[src/rtl/mem_bridge_arbiter_if.sv]
// Bundle of the fetch, data-memory and bridge signals around mem_bridge_arbiter.
//   if_*  : instruction-fetch requester (req/addr/flush in, ready/rdata out)
//   dm_*  : data-memory requester (req/we/addr/wdata/be in, ready/rdata out)
//   bus_* : external memory bridge (command out, ack/rdata in)
//   busy  : arbiter is not idle
// modport master is the arbiter's view; modport slave is the surrounding pipeline/bridge.
interface mem_bridge_arbiter_if #(
   parameter int unsigned ADDR_W = 32,
   parameter int unsigned DATA_W = 32
);
   localparam int unsigned BE_W = DATA_W / 8;

   logic              if_req;
   logic [ADDR_W-1:0] if_addr;
   logic              if_flush;
   logic              if_ready;
   logic [DATA_W-1:0] if_rdata;

   logic              dm_req;
   logic              dm_we;
   logic [ADDR_W-1:0] dm_addr;
   logic [DATA_W-1:0] dm_wdata;
   logic [BE_W-1:0]   dm_be;
   logic              dm_ready;
   logic [DATA_W-1:0] dm_rdata;

   logic              bus_req;
   logic              bus_we;
   logic [ADDR_W-1:0] bus_addr;
   logic [DATA_W-1:0] bus_wdata;
   logic [BE_W-1:0]   bus_be;
   logic              bus_ack;
   logic [DATA_W-1:0] bus_rdata;

   logic              busy;

   modport master (
      input  if_req, if_addr, if_flush,
      input  dm_req, dm_we, dm_addr, dm_wdata, dm_be,
      input  bus_ack, bus_rdata,
      output if_ready, if_rdata, dm_ready, dm_rdata,
      output bus_req, bus_we, bus_addr, bus_wdata, bus_be,
      output busy
   );

   modport slave (
      output if_req, if_addr, if_flush,
      output dm_req, dm_we, dm_addr, dm_wdata, dm_be,
      output bus_ack, bus_rdata,
      input  if_ready, if_rdata, dm_ready, dm_rdata,
      input  bus_req, bus_we, bus_addr, bus_wdata, bus_be,
      input  busy
   );
endinterface

[src/rtl/mem_bridge_arbiter.sv]
// Shares one external memory bridge between instruction fetch and the data stage.
// Ports:
//   clk  : clock, rising edge
//   rst  : asynchronous active-high reset
//   bif  : mem_bridge_arbiter_if.master (fetch, data and bridge signals)
// Data wins contention unless fetch has been passed over MAX_STARVE times in a row.
// Fetch responses flushed while outstanding are completed on the bus but not delivered.
module mem_bridge_arbiter #(
   parameter int unsigned ADDR_W     = 32,
   parameter int unsigned DATA_W     = 32,
   parameter int unsigned MAX_STARVE = 4
) (
   input logic                  clk,
   input logic                  rst,
   mem_bridge_arbiter_if.master bif
);
   localparam int unsigned BE_W  = DATA_W / 8;
   localparam int unsigned CNT_W = $clog2(MAX_STARVE + 1);

   typedef enum logic [1:0] {
      IDLE    = 2'd0,
      GRANT_D = 2'd1,
      GRANT_I = 2'd2,
      RESP    = 2'd3
   } state_e;

   state_e            state_q, state_d;
   logic [CNT_W-1:0]  starve_cnt_q, starve_cnt_d;
   logic              drop_q, drop_d;
   logic              bus_req_q, bus_req_d;
   logic              bus_we_q, bus_we_d;
   logic [ADDR_W-1:0] bus_addr_q, bus_addr_d;
   logic [DATA_W-1:0] bus_wdata_q, bus_wdata_d;
   logic [BE_W-1:0]   bus_be_q, bus_be_d;
   logic              if_ready_q, if_ready_d;
   logic [DATA_W-1:0] if_rdata_q, if_rdata_d;
   logic              dm_ready_q, dm_ready_d;
   logic [DATA_W-1:0] dm_rdata_q, dm_rdata_d;
   logic              busy_q, busy_d;

   // Arbitration decode, only acted on in IDLE.
   logic if_eff, starved, pick_i, pick_d;
   assign if_eff  = bif.if_req & ~bif.if_flush;
   assign starved = (starve_cnt_q == CNT_W'(MAX_STARVE));
   assign pick_i  = if_eff & (~bif.dm_req | starved);
   assign pick_d  = bif.dm_req & ~pick_i;

   // State and registered outputs.
   always_ff @(posedge clk or posedge rst) begin
      if (rst) begin
         state_q      <= IDLE;
         starve_cnt_q <= '0;
         drop_q       <= 1'b0;
         bus_req_q    <= 1'b0;
         bus_we_q     <= 1'b0;
         bus_addr_q   <= '0;
         bus_wdata_q  <= '0;
         bus_be_q     <= '0;
         if_ready_q   <= 1'b0;
         if_rdata_q   <= '0;
         dm_ready_q   <= 1'b0;
         dm_rdata_q   <= '0;
         busy_q       <= 1'b0;
      end else begin
         state_q      <= state_d;
         starve_cnt_q <= starve_cnt_d;
         drop_q       <= drop_d;
         bus_req_q    <= bus_req_d;
         bus_we_q     <= bus_we_d;
         bus_addr_q   <= bus_addr_d;
         bus_wdata_q  <= bus_wdata_d;
         bus_be_q     <= bus_be_d;
         if_ready_q   <= if_ready_d;
         if_rdata_q   <= if_rdata_d;
         dm_ready_q   <= dm_ready_d;
         dm_rdata_q   <= dm_rdata_d;
         busy_q       <= busy_d;
      end
   end

   // Next-state logic.
   always_comb begin
      state_d = state_q;
      case (state_q)
         IDLE: begin
            if (pick_d)      state_d = GRANT_D;
            else if (pick_i) state_d = GRANT_I;
         end
         GRANT_D, GRANT_I: if (bif.bus_ack) state_d = RESP;
         RESP:             state_d = IDLE;
      endcase
   end

   // Command capture, response capture and bookkeeping.
   always_comb begin
      starve_cnt_d = starve_cnt_q;
      drop_d       = drop_q;
      bus_req_d    = bus_req_q;
      bus_we_d     = bus_we_q;
      bus_addr_d   = bus_addr_q;
      bus_wdata_d  = bus_wdata_q;
      bus_be_d     = bus_be_q;
      if_ready_d   = 1'b0;
      if_rdata_d   = if_rdata_q;
      dm_ready_d   = 1'b0;
      dm_rdata_d   = dm_rdata_q;
      busy_d       = (state_d != IDLE);
      case (state_q)
         IDLE: begin
            if (pick_d) begin
               bus_req_d   = 1'b1;
               bus_we_d    = bif.dm_we;
               bus_addr_d  = bif.dm_addr;
               bus_wdata_d = bif.dm_wdata;
               bus_be_d    = bif.dm_be;
               if (if_eff && !starved) starve_cnt_d = starve_cnt_q + CNT_W'(1);
            end else if (pick_i) begin
               bus_req_d    = 1'b1;
               bus_we_d     = 1'b0;
               bus_addr_d   = bif.if_addr;
               bus_wdata_d  = '0;
               bus_be_d     = '1;
               starve_cnt_d = '0;
            end
         end
         GRANT_D: begin
            if (bif.bus_ack) begin
               bus_req_d  = 1'b0;
               dm_rdata_d = bif.bus_rdata;
               dm_ready_d = 1'b1;
            end
         end
         GRANT_I: begin
            if (bif.if_flush) drop_d = 1'b1;
            if (bif.bus_ack) begin
               bus_req_d = 1'b0;
               // A flush in the ack cycle itself also discards the word.
               if (!(drop_q || bif.if_flush)) begin
                  if_rdata_d = bif.bus_rdata;
                  if_ready_d = 1'b1;
               end
            end
         end
         RESP: drop_d = 1'b0;
      endcase
   end

   assign bif.bus_req   = bus_req_q;
   assign bif.bus_we    = bus_we_q;
   assign bif.bus_addr  = bus_addr_q;
   assign bif.bus_wdata = bus_wdata_q;
   assign bif.bus_be    = bus_be_q;
   // Late flush during the response cycle still cancels the fetch pulse.
   assign bif.if_ready  = if_ready_q & ~bif.if_flush;
   assign bif.if_rdata  = if_rdata_q;
   assign bif.dm_ready  = dm_ready_q;
   assign bif.dm_rdata  = dm_rdata_q;
   assign bif.busy      = busy_q;
endmodule
[src/flat_wrapper.sv]
// flat-port wrapper written by rule: the top's interface ports become plain ports
module mem_bridge_arbiter_flat 
#(
   parameter int unsigned ADDR_W     = 32,
   parameter int unsigned DATA_W     = 32,
   parameter int unsigned MAX_STARVE = 4
)
  (clk, rst, bif_if_req, bif_if_addr, bif_if_flush, bif_dm_req, bif_dm_we, bif_dm_addr, bif_dm_wdata, bif_dm_be, bif_bus_ack, bif_bus_rdata, bif_if_ready, bif_if_rdata, bif_dm_ready, bif_dm_rdata, bif_bus_req, bif_bus_we, bif_bus_addr, bif_bus_wdata, bif_bus_be, bif_busy);
  mem_bridge_arbiter_if #(.ADDR_W(ADDR_W), .DATA_W(DATA_W)) bif_i ();
  input logic clk;
  input logic rst;
  input wire logic [$bits(bif_i.if_req)-1:0] bif_if_req;
  input wire logic [$bits(bif_i.if_addr)-1:0] bif_if_addr;
  input wire logic [$bits(bif_i.if_flush)-1:0] bif_if_flush;
  input wire logic [$bits(bif_i.dm_req)-1:0] bif_dm_req;
  input wire logic [$bits(bif_i.dm_we)-1:0] bif_dm_we;
  input wire logic [$bits(bif_i.dm_addr)-1:0] bif_dm_addr;
  input wire logic [$bits(bif_i.dm_wdata)-1:0] bif_dm_wdata;
  input wire logic [$bits(bif_i.dm_be)-1:0] bif_dm_be;
  input wire logic [$bits(bif_i.bus_ack)-1:0] bif_bus_ack;
  input wire logic [$bits(bif_i.bus_rdata)-1:0] bif_bus_rdata;
  output wire logic [$bits(bif_i.if_ready)-1:0] bif_if_ready;
  output wire logic [$bits(bif_i.if_rdata)-1:0] bif_if_rdata;
  output wire logic [$bits(bif_i.dm_ready)-1:0] bif_dm_ready;
  output wire logic [$bits(bif_i.dm_rdata)-1:0] bif_dm_rdata;
  output wire logic [$bits(bif_i.bus_req)-1:0] bif_bus_req;
  output wire logic [$bits(bif_i.bus_we)-1:0] bif_bus_we;
  output wire logic [$bits(bif_i.bus_addr)-1:0] bif_bus_addr;
  output wire logic [$bits(bif_i.bus_wdata)-1:0] bif_bus_wdata;
  output wire logic [$bits(bif_i.bus_be)-1:0] bif_bus_be;
  output wire logic [$bits(bif_i.busy)-1:0] bif_busy;
  assign bif_i.if_req = bif_if_req;
  assign bif_i.if_addr = bif_if_addr;
  assign bif_i.if_flush = bif_if_flush;
  assign bif_i.dm_req = bif_dm_req;
  assign bif_i.dm_we = bif_dm_we;
  assign bif_i.dm_addr = bif_dm_addr;
  assign bif_i.dm_wdata = bif_dm_wdata;
  assign bif_i.dm_be = bif_dm_be;
  assign bif_i.bus_ack = bif_bus_ack;
  assign bif_i.bus_rdata = bif_bus_rdata;
  assign bif_if_ready = bif_i.if_ready;
  assign bif_if_rdata = bif_i.if_rdata;
  assign bif_dm_ready = bif_i.dm_ready;
  assign bif_dm_rdata = bif_i.dm_rdata;
  assign bif_bus_req = bif_i.bus_req;
  assign bif_bus_we = bif_i.bus_we;
  assign bif_bus_addr = bif_i.bus_addr;
  assign bif_bus_wdata = bif_i.bus_wdata;
  assign bif_bus_be = bif_i.bus_be;
  assign bif_busy = bif_i.busy;
  mem_bridge_arbiter #(.ADDR_W(ADDR_W), .DATA_W(DATA_W), .MAX_STARVE(MAX_STARVE)) u_core (.clk(clk), .rst(rst), .bif(bif_i));
endmodule
[config.mk]
export PLATFORM = sky130hd
export DESIGN_NAME = mem_bridge_arbiter_flat
export DESIGN_NICKNAME = d
export VERILOG_FILES = /design/src/rtl/mem_bridge_arbiter_if.sv /design/src/rtl/mem_bridge_arbiter.sv /design/src/flat_wrapper.sv
export SDC_FILE = /design/constraint.sdc
export NUM_CORES = 1
export LEC_CHECK = 0
export CAP_MARGIN = 20
export CORE_ASPECT_RATIO = 0.9
export CORE_MARGIN = 10
export CORE_UTILIZATION = 42
export CTS_CLUSTER_DIAMETER = 30
export DETAILED_ROUTE_END_ITERATION = 16
export GPL_ROUTABILITY_DRIVEN = 0
export GPL_TIMING_DRIVEN = 0
export PLACE_DENSITY_LB_ADDON = 0.1
export RECOVER_POWER = 25
export SLEW_MARGIN = 20
export SYNTH_ARGS = -nofsm -noshare
export SYNTH_HDL_FRONTEND = slang
export SYNTH_SLANG_ARGS = --single-unit
[constraint.sdc]
create_clock -name clk -period 5.9 [get_ports clk]
set_input_delay 1.475 -clock clk [delete_from_list [all_inputs] [get_ports clk]]
set_output_delay 1.475 -clock clk [all_outputs]
set_load 0.02 [all_outputs]
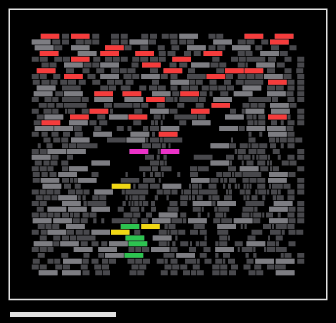
(images/registers.png)
The bar under the picture is 50 um long. Other sequential cells in the stronger grey, the rest of the logic in the fainter grey.
u_core.starve_cnt_q: in yellow, placed flops 3. u_core.state_q: in magenta, placed flops 2. u_core.bif.dm_rdata: in red, placed flops 32. u_core.bif.bus_be: in green, placed flops 4, where bottom middle.
Another 102 sequential cells are not coloured.
Finished Core Util: 0.675
P_seq: 1.71 mW
register area: 0.00358 mm2
sequential fraction of total cell area: 0.360

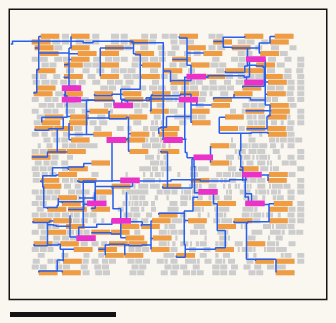
(images/clock_map.png)
The bar under the picture is 50 um long.
clock wires: in blue, length 1,850 um. flip-flops: in orange, count 143. cells driving clock nets: in magenta, count 17.
Position of the flops: spread over the die. There are 18 routed clock nets.
Clk pwr share: 0.207
Skew-Pair Late Insertion Delay: 0.42 ns
clock group power: 1.14 mW
clk_skew: 0.0102 ns

==> reports/metrics.yaml <==
drv_cap: 1
reg2reg_depth: 7
openroad.warnings: 31
hp-class: "reg2reg"
logic_family: "AND-OR/OR-AND gates"
cts.path.max_buffers: 2
yosys.area.top_type: "dfrtp_1"
first_global_vias: 5700
fin_tns_setup_ns: 0
synth.area.top_cells: "dfrtp_1 57%, mux2_2 6.3%, mux2_1 5.2%, a22o_1 4.9%, o221a_1 4.5%"
violations: "max-capacitance violations, max-slew violations"
p_switching_mw: 1.98
crit_family: "buffers and inverters"
p_comb_frac: 0.483
critPathCapture: "bif_if_ready"
ff_type: "dfrtp_1"
cp.required_ns: 4.43
cts_setup_buffers: 0
drt_wl_total_um: 20100
hold_ws_ns: 0.486
tightestPinTransition_ns: 2.81
compound_area_frac: 0.215
synthToLayoutAreaGrowth_pct: 58.0
cp.arrival_ns: 2.93
die_x_um: 149
netlist_instances: 468
cts_resized: 0
ys_cells: 468
fin_crit_ns: 4.41
ys_sh_simple: 0.0440
track_usage: 0.196
slew_viol_final: 61
cp_slowest_cell: "dlygate4sd3_1"
crit_cells: 3
status: "finished, violations left"
die_y_um: 136
startpoint_type: "input port"
vias_per_cell: 5.28
fin_crit_sh: 0.747
r2r-start: "u_core.state_q[1]"
placed_cell_area_mm2: 0.00931
hold_depth: 1
synthMuxAreaShare: 0.115
setup_ws_ns: 1.49
num_rows: 42
yosysTopAreaCellShare: 0.569
cpPeakStageDelay_ns: 0.65
power.density_mw_per_mm2: 556
htreeDepth: 4
cts_tree: "built"
worst-r2r-setup-slack_ns: 3.83
peakVddDrop_uv: 309
yosysChipArea_mm2: 0.00629
worstHoldStart: "u_core.bif.if_rdata[22]"
leakage_nw: 4.17
place_hpwl_um: 15200
finalSetupViolCount: 0
timing.rr.end: "u_core.bif.bus_addr[28]"
final_cell_mix: "271 x clkdlybuf4s50_1, 143 x dfrtp_1, 38 x nand2_1"
internal_power_mw: 3.55
wl_per_cell_um: 20.7
fmax_ghz: 0.227
top_cell: "dfrtp_1"
synthesis.nets: 614
pre_cts_slack_ns: 1.56
ys_seq_frac: 0.569
p_seq_frac: 0.310
crit_path_end_kind: "output port"
clkSinkCount: 143
fin_cells: 973
nNetsFinal: 908
ys_types: 38
holdPathEnd: "u_core.bif.if_rdata[22]"
worstSetupPathType: "in2out"
vias: 5137
cts_buffers: 17
ctsHoldBuffers: 0
ys_seq_elements: 143
numPortBuffers: 274
die_area_mm2: 0.0203
synthesis.area_mm2: 0.00629
adder_share: 0.0139
grt_pass1_wl_um: 31300
mostFrequentLayoutCell: "clkdlybuf4s50_1"
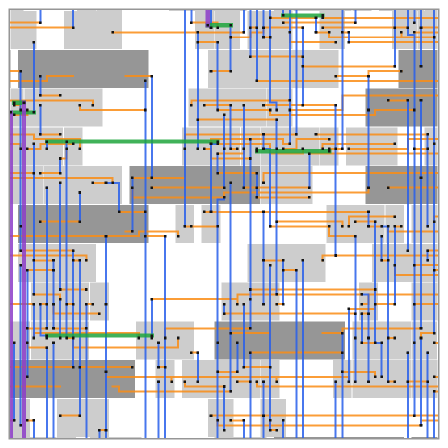
(images/zoom.png)
Window x 97 to 127, y 19 to 49 um. Cells in grey, sequential cells in the stronger grey; small squares are vias.
met2: in blue. met1: in orange. met3: in green. met4: in purple.
Most frequent: o221a_1 (10), o21ai_0 (9), nand2_1 (9). 56 logic cells have their middle in the window. Netlist names of flops here include u_core.bif.bus_addr (7). Sequential cells in the window: 7.

[power by group through the flow]
stage | Sequential (mW) | Clock (mW) | Combinational, mW
after CTS | 1.72 | 1.16 | 2.71
after global routing | 1.77 | 1.21 | 2.83
after global placement | 1.69 | 0 | 2.66
after floorplan | 2.24 | 0 | 0.878
after detailed placement | 1.72 | 0 | 2.70
final | 1.71 | 1.14 | 2.67
[area by class of cell]
class	count	share of cell area
plain buffers	42	0.0239
clock buffers	19	0.0446
clock inverters	13	0.0186
inverters	9	0.00353
multi-input cells	274	0.245
flip-flops and latches	143	0.360
well taps	198	0.0249
repair buffers	275	0.279
[metal layers]
metal	vias up	share of wire	GRT usage
met5	-	0	0
met4	0	0.016	0.0637
met3	27	0.11	0.0894
met2	219	0.49	0.321
met1	2538	0.39	0.224
li1	2353	-	-
Power and IR drop assume default switching activity.
